===== config.mk =====
export PLATFORM = sky130hd
export DESIGN_NAME = core_step_ctrl
export DESIGN_NICKNAME = d
export VERILOG_FILES = /design/src/rtl/core_step_ctrl_pkg.sv /design/src/rtl/core_step_ctrl_tick_div.sv /design/src/rtl/core_step_ctrl.sv
export SDC_FILE = /design/constraint.sdc
export NUM_CORES = 1
export LEC_CHECK = 0
export CAP_MARGIN = 20
export CORE_MARGIN = 5
export CORE_UTILIZATION = 33
export CTS_CLUSTER_DIAMETER = 40
export CTS_CLUSTER_SIZE = 20
export DETAILED_ROUTE_END_ITERATION = 8
export HOLD_SLACK_MARGIN = 0.08
export SLEW_MARGIN = 20
export SYNTH_ARGS = -nofsm -noshare
export SYNTH_HDL_FRONTEND = slang
export SYNTH_SLANG_ARGS = --single-unit

===== constraint.sdc =====
create_clock -name clk -period 2.5 [get_ports clk]
set_clock_uncertainty 0.15 [all_clocks]
set_input_delay 0.375 -clock clk [delete_from_list [all_inputs] [get_ports clk]]
set_output_delay 0.375 -clock clk [all_outputs]
set_load 0.05 [all_outputs]

===== src/rtl/core_step_ctrl_pkg.sv =====
// Shared encodings and board defaults for the core execution-rate controller.
// mode_sel encodes HALT=00, RUN=01, SLOW=10, STEP=11; the matching FSM states reuse those codes.
package core_step_ctrl_pkg;

  typedef enum logic [2:0] {
    ST_HALT    = 3'd0,
    ST_RUN     = 3'd1,
    ST_SLOW    = 3'd2,
    ST_STEP    = 3'd3,
    ST_BP_HALT = 3'd4
  } state_t;

  // Alhambra-II 12 MHz: 1 s slow tick, 5 ms debounce
  localparam logic [23:0] DIV_12MHZ = 24'd11999999;
  localparam logic [15:0] DEB_12MHZ = 16'd60000;

  function automatic state_t mode_state(input logic [1:0] m);
    return state_t'({1'b0, m});
  endfunction

endpackage


===== src/rtl/core_step_ctrl_tick_div.sv =====
// Programmable free-running divider: period reload+1 cycles, registered 1-cycle tick.
module core_step_ctrl_tick_div #(
  parameter logic [23:0] DEFAULT_DIV = 24'd11999999
) (
  input  logic        clk,
  input  logic        rst,
  input  logic        div_load,
  input  logic [23:0] div_value,
  output logic        tick
);

  logic [23:0] counter;
  logic [23:0] reload;

  always_ff @(posedge clk) begin
    if (rst) begin
      counter <= '0;
      reload  <= DEFAULT_DIV;
      tick    <= 1'b0;
    end else if (div_load) begin
      // restart the period cleanly from the new value
      reload  <= div_value;
      counter <= '0;
      tick    <= 1'b0;
    end else begin
      counter <= (counter >= reload) ? 24'd0 : counter + 24'd1;
      tick    <= (counter == reload);
    end
  end

endmodule


===== src/rtl/core_step_ctrl.sv =====
// Core clock-enable controller: HALT/RUN/SLOW/STEP modes plus a PC breakpoint
// that stops the core before the matched instruction commits.
module core_step_ctrl
  import core_step_ctrl_pkg::*;
#(
  parameter logic [23:0] DEFAULT_DIV = DIV_12MHZ,
  parameter logic [15:0] DEBOUNCE    = DEB_12MHZ,
  parameter int          PC_W        = 32
) (
  input  logic            clk,
  input  logic            rst,
  input  logic [1:0]      mode_sel,
  input  logic            div_load,
  input  logic [23:0]     div_value,
  input  logic            step_btn,
  input  logic            bp_en,
  input  logic [PC_W-1:0] bp_addr,
  input  logic [PC_W-1:0] pc,
  input  logic            resume,
  output logic            core_en,
  output logic            tick,
  output logic            bp_hit,
  output logic [2:0]      state
);

  state_t      st;
  logic        bp_armed;
  logic        btn_s1, btn_s2, btn_db, step_pulse;
  logic [15:0] db_cnt;
  logic        bp_match, en_raw;

  core_step_ctrl_tick_div #(.DEFAULT_DIV(DEFAULT_DIV)) u_div (
    .clk       (clk),
    .rst       (rst),
    .div_load  (div_load),
    .div_value (div_value),
    .tick      (tick)
  );

  // Button: 2-FF sync, then the level must differ from the debounced value for
  // DEBOUNCE consecutive cycles before it is accepted.
  always_ff @(posedge clk) begin
    if (rst) begin
      btn_s1     <= 1'b0;
      btn_s2     <= 1'b0;
      btn_db     <= 1'b0;
      db_cnt     <= '0;
      step_pulse <= 1'b0;
    end else begin
      btn_s1     <= step_btn;
      btn_s2     <= btn_s1;
      step_pulse <= 1'b0;
      if (btn_s2 == btn_db) begin
        db_cnt <= '0;
      end else if (db_cnt >= DEBOUNCE - 16'd1) begin
        btn_db     <= btn_s2;
        db_cnt     <= '0;
        step_pulse <= btn_s2;
      end else begin
        db_cnt <= db_cnt + 16'd1;
      end
    end
  end

  assign bp_match = bp_en && (pc == bp_addr);

  always_comb begin
    en_raw = 1'b0;
    unique case (st)
      ST_RUN:  en_raw = 1'b1;
      ST_SLOW: en_raw = tick;
      ST_STEP: en_raw = step_pulse;
      default: en_raw = 1'b0;
    endcase
  end

  assign core_en = en_raw && !(bp_match && bp_armed);
  assign state   = st;

  always_ff @(posedge clk) begin
    if (rst) begin
      st       <= ST_HALT;
      bp_armed <= 1'b1;
      bp_hit   <= 1'b0;
    end else if (st == ST_BP_HALT) begin
      if (resume) begin
        st     <= mode_state(mode_sel);
        bp_hit <= 1'b0;
      end
    end else if (bp_match && bp_armed && en_raw) begin
      st       <= ST_BP_HALT;
      bp_armed <= 1'b0;
      bp_hit   <= 1'b1;
    end else begin
      st <= mode_state(mode_sel);
      // re-arm only once the breakpointed instruction has actually committed
      if (core_en && !bp_armed) bp_armed <= 1'b1;
    end
  end

endmodule


==> run_results.csv <==
group,metric,value,unit
power,p_leak,2.38,nW
logic_synthesis,ys_area,3820,um^2
detailed_routing,top_layer,"met4",
die,die-area,13800,um^2
hold_path,hp-start,"btn_s1$_SDFF_PP0_",
critical_path,endpoint_kind,"output port",
logic_synthesis,common_cells,"74 x dfxtp_1, 64 x nor2_1, 42 x xor2_1, 40 x nand2_1, 29 x inv_1",
die,core_util_floorplan,0.336,
logic_synthesis,top_area_cell,"dfxtp_1",
detailed_routing,routed_via_density,4.77,
critical_path,critPathTopFamily,"simple AND/OR/NAND/NOR gates",
clock_tree,postCtsHoldBufs,0,
flow_run,warning_count,26,
power,finalPower,2.76,mW
detailed_routing,antenna_left,0,
clock_tree,cts_buffer_depth,2,
placed_design,place_inst,675,
logic_synthesis,netlist-cell-type-count,40,
critical_path,worstPathRequired,1.98,ns
detailed_routing,wl,9.04,mm
detailed_routing,wl_per_cell,13.1,um
critical_path,slowest_stage,"clkdlybuf4s50_1",
flow_run,maxCapViolCount,0,
timing,rsz0062_at_grt,"false",
placed_design,dpl.hpwl,7.15,mm
critical_path,setup.worst_path.start_class,"input pin",
die,ios,102,
placed_design,port_buffers,101,
critical_path,crit_cells,7,
logic_synthesis,ys_seq_frac,0.388,
die,core_area,11400,um^2
detailed_routing,dr_wl_met2,4.25,mm
clock_tree,cts_tree,"yes",
logic_synthesis,yosysMostFrequentCell,"dfxtp_1",
timing,hold_viol,0,
logic_synthesis,synthTopCellsByArea,"dfxtp_1 39%, xor2_1 9.6%, ha_1 8.5%",
detailed_routing,dr_wl_met3,590,um
outcome,status,"finished, final reports clean",
logic_synthesis,synth_nets,557,
==> sequential cells by signal, indices dropped and copies added, names as in the netlist <==
signal,count
u_div.counter,24
u_div.reload,24
db_cnt,16
state,3
bp_armed,1
bp_hit,1
btn_db,1
btn_s1,1
btn_s2,1
step_pulse,1
u_div.tick,1
==> power by group <==
group	switching (mW)	internal [mW]
sequential	0.0130	1.21
clock	0.500	0.698
combinational	0.135	0.205
==> repair_timing <==
item                       in CTS  in global routing
pin swaps                       4                 17
buffers inserted                0                  0
resized                         2                 28
setup endpoints to repair       1                  1
==> final cells by class <==
type / count / share of cell area
inverters: 30 / 0.0209
clock inverters: 6 / 0.00791
well taps: 143 / 0.0332
clock buffers: 10 / 0.0444
flip-flops and latches: 74 / 0.275
multi-input cells: 319 / 0.407
repair buffers: 109 / 0.211
==> logic make-up after synthesis <==
| group | after synthesis | share of synthesized area |
|---|---|---|
| flip-flops | 74 | 0.388 |
| buffers and inverters | 42 | 0.0445 |
| adder cells (fa/ha/maj) | 26 | 0.0851 |
| AND/OR/NAND/NOR | 172 | 0.225 |
| multiplexers | 9 | 0.0236 |
| AND-OR/OR-AND | 44 | 0.0779 |
| XOR/XNOR | 68 | 0.156 |
==> routing by layer <==
metal	vias to the layer above	GRT usage
li1	1699	-
met1	1494	0.160
met2	94	0.221
met3	11	0.0408
met4	0	0.0480
met5	-	0
==> how the worst max path moves through the flow <==
stage          endpoint                   from  slack, ns
2_1_floorplan   core_en  state[1]$_SDFFE_PP0P_       0.16
3_3_place_gp    core_en            bp_addr[28]      -0.11
3_5_place_dp    core_en            bp_addr[28]      -0.19
4_1_cts         core_en                 pc[19]      0.008
5_1_grt         core_en             bp_addr[9]       0.02
6_report        core_en            bp_addr[10]       0.14
==> images/class_map.png <==
Scale bar: 20 um.
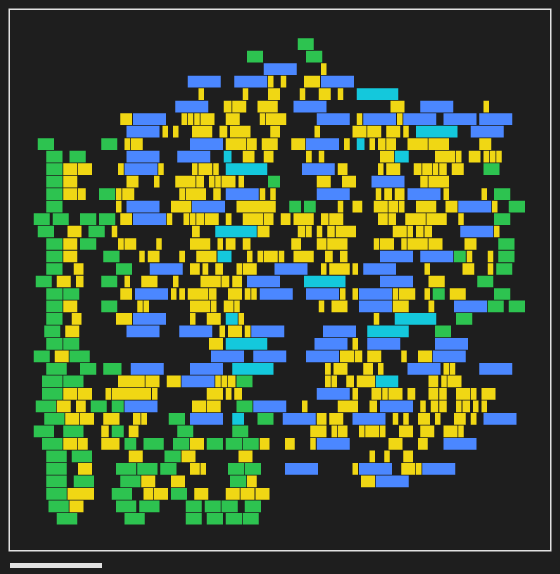
yellow -> remaining logic cells  # cells 349, share of their area 44%
cyan -> clock drivers and dummy loads  # cells 16, share of their area 5.4%
green -> remaining buffers and delay cells  # cells 109, share of their area 22%
blue -> registers  # cells 74, share of their area 28%
post-layout util: 0.473
Seq/total area: 0.275
FP Rows: 39

==> images/clock_nets.png <==
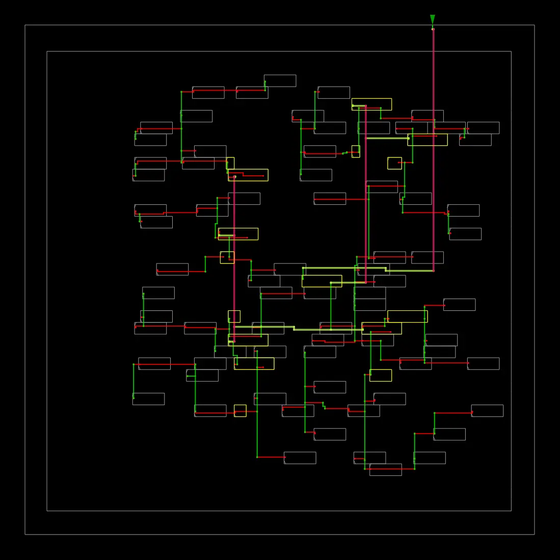
# clk buffers: 10
registers: 74
CTS buffer count: 9
clk sinks: 74

==> images/clock_wires.png <==
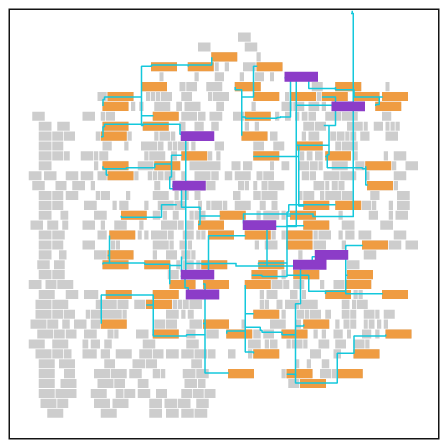
orange -> flip-flops  # count 74
cyan -> clock wires  # length 988 um
purple -> clock-net drivers  # count 9
routed clock nets = 10
Clk pwr share: 0.434
Latency at later pin: 0.33 ns
Power Clock: 1.20 mW

==> images/sizing.png <==
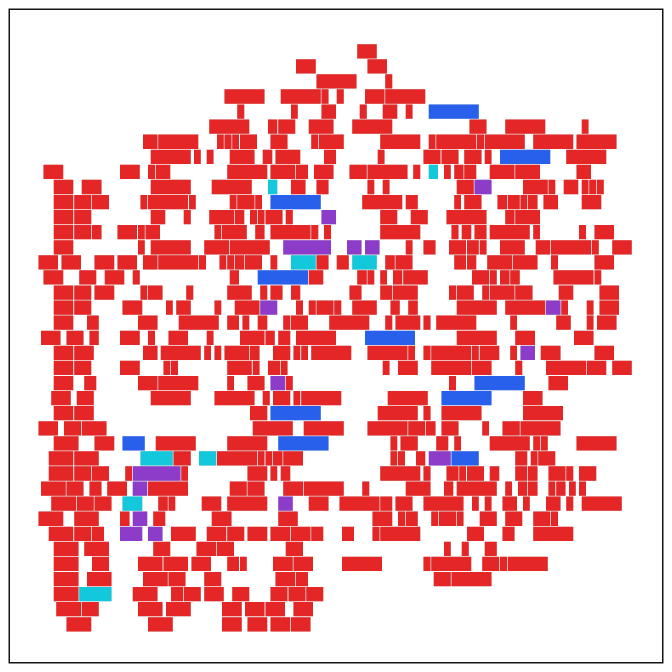
purple -> x3 and x4  # cells 16, share 2.9%
blue -> x6 and larger  # cells 11, share 2.0%
red -> x1 and smaller  # cells 513, share 94%
cyan -> x2  # cells 8, share 1.5%
final instance area: 5380 um^2
final worst slack: 0.138 ns
Layout area overhead: 40.8%
Plain + repair buffers: 109

No activity file was given, so power comes from the tool's default toggle rates.
